### PDN straps and rails

(6 px per um) Pins as bars on the die edge. Tap cells in grey.
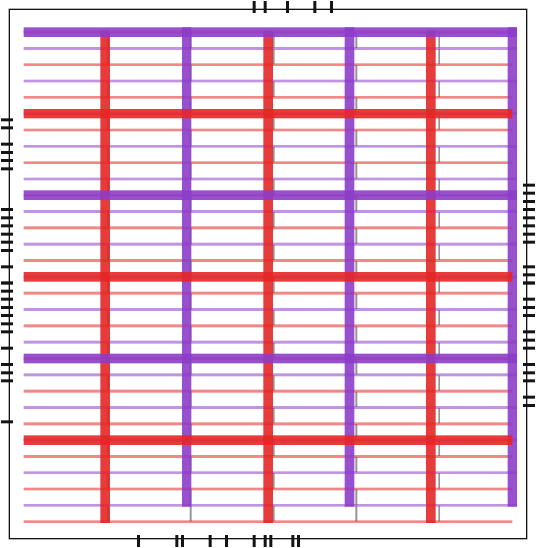
### Cells coloured by class

(6 px per um) Fill, decap, tap and diode cells in grey.
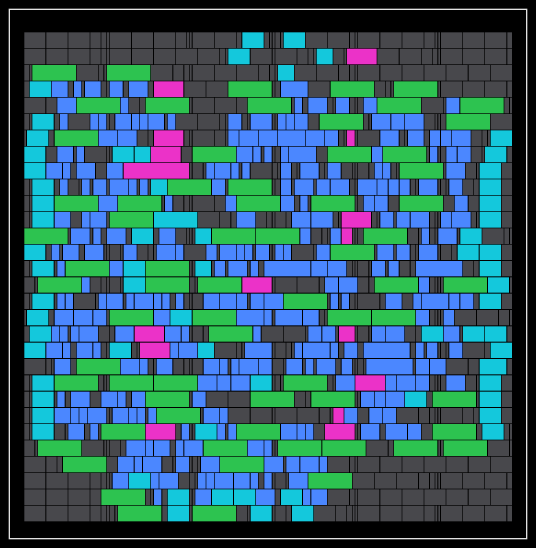
### Clock wires, drivers and flops

(4 px per um)
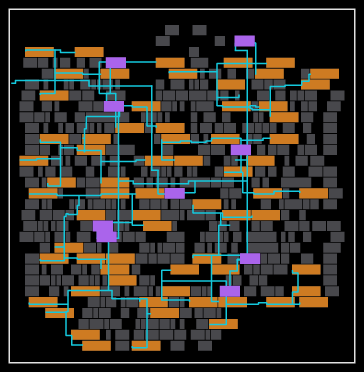
### Metal layers overlaid

(6 px per um)
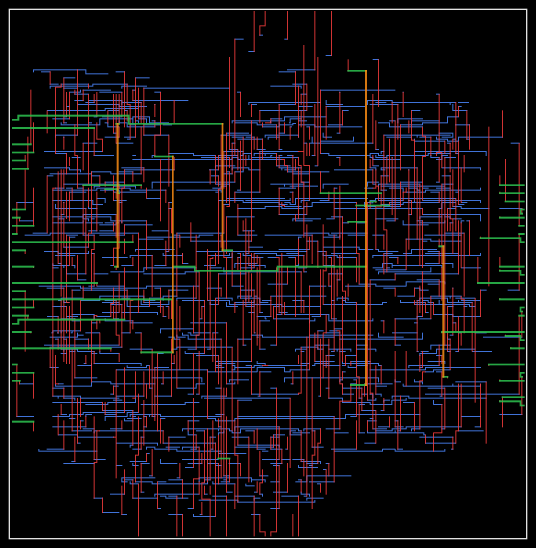
### Track usage over the die

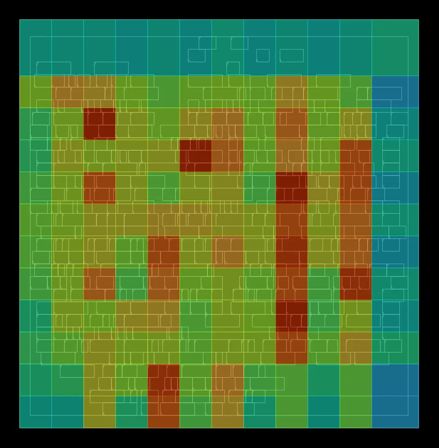
==> config.mk <==
export PLATFORM = sky130hd
export DESIGN_NAME = sopc_run_ctrl_flat
export DESIGN_NICKNAME = d
export VERILOG_FILES = /design/src/rtl/sopc_run_ctrl_pkg.sv /design/src/rtl/sopc_run_ctrl_if.sv /design/src/rtl/sopc_run_ctrl_stall_det.sv /design/src/rtl/sopc_run_ctrl.sv /design/src/flat_wrapper.sv
export SDC_FILE = /design/constraint.sdc
export NUM_CORES = 1
export LEC_CHECK = 0
export ABC_CLOCK_PERIOD_IN_PS = 2160
export CAP_MARGIN = 20
export CORE_AREA = 2 2 84 86
export CTS_CLUSTER_DIAMETER = 100
export DETAILED_ROUTE_END_ITERATION = 8
export DIE_AREA = 0 0 86 88
export GPL_TIMING_DRIVEN = 1
export PLACE_DENSITY = 0.85
export REMOVE_ABC_BUFFERS = 1
export SYNTH_ARGS = -nofsm -noshare
export SYNTH_HDL_FRONTEND = slang
export SYNTH_SLANG_ARGS = --single-unit
==> constraint.sdc <==
create_clock -name clk -period 2.16 [get_ports clk]
set_input_delay 0.432 -clock clk [delete_from_list [all_inputs] [get_ports clk]]
set_output_delay 0.432 -clock clk [all_outputs]
set_load 0.05 [all_outputs]
==> flow_metrics.env <==
# yosys + openroad results
export IMPL_synth_warnings=0
export IMPL_n_all_inverters=8
export IMPL_crit_type="flop to primary output"
export IMPL_nNonClkBuffers=67
export IMPL_first_pass_iters=4
export IMPL_fin_crit_sh_pct=98.2
export IMPL_wirelength_um=6820
export IMPL_routed_via_density=5.25
export IMPL_seq_area_um2=1360
export IMPL_ys_sh_adder_pct=2.24
export IMPL_dpl_cell_area_um2=4010
export IMPL_wl_met2_um=3230
export IMPL_clock_buffers=12
export IMPL_tns_ns=0
export IMPL_arrival_ns=1.69
export IMPL_r2r_setup_slack_ns=0.38
export IMPL_grt_max_degree=43
export IMPL_syn_area_per_cell_um2=8.88
export IMPL_antenna_found_initial=0
export IMPL_finalPower_mw=2.51
export IMPL_ys_cells=377
export IMPL_critical_path_required_ns=1.73
export IMPL_largest_register_ff_count=32
export IMPL_dp_slack_ns=-0.0544
export IMPL_grt_use_total_pct=19.3
export IMPL_synth_distinct_cells=39
export IMPL_outcome="finished clean"
-- 'PDN straps and rails' (at the start) --
[VDD] purple
[VSS] red
met1 rails: 31
rows: 30
Core Area: 6640 um^2
VDD IR-drop max: 378 uV
die width: 86 um
die height: 88 um

-- 'Cells coloured by class' (at the start) --
[combinational and other logic] blue | cells: 290 | share of their area: 46%
[other buffers and delay cells] cyan | cells: 67 | share of their area: 16%
[flops] green | cells: 68 | share of their area: 33%
[clock drivers and dummy loads] magenta | cells: 16 | share of their area: 4.9%
Final Instance Area: 4220 um^2
post-layout util: 63.5%
flop share of the area: 32.3%
row count: 30

-- 'Clock wires, drivers and flops' (at the start) --
[flip-flops] orange | count: 68
[clock drivers] purple | count: 9
[clock wires] cyan | length: 895 um
routed clock nets: 10
Clock Power Share: 42.7%
Worst-Skew Late Latency: 0.34 ns
clock skew: 0.00512 ns

-- 'Metal layers overlaid' (at the start) --
[metal 2] red | wire length: 3230 um
[metal 3] green | wire length: 362 um
[metal 4] orange | wire length: 152 um
[metal 1] blue | wire length: 3080 um
Avg WL per Cell: 13.1 um
vias: 2733

-- 'Track usage over the die' (at the start) --
GRT met2 Usage: 32.9%
GRT busiest layer: met2

Power is estimated from default activity; no workload was simulated.
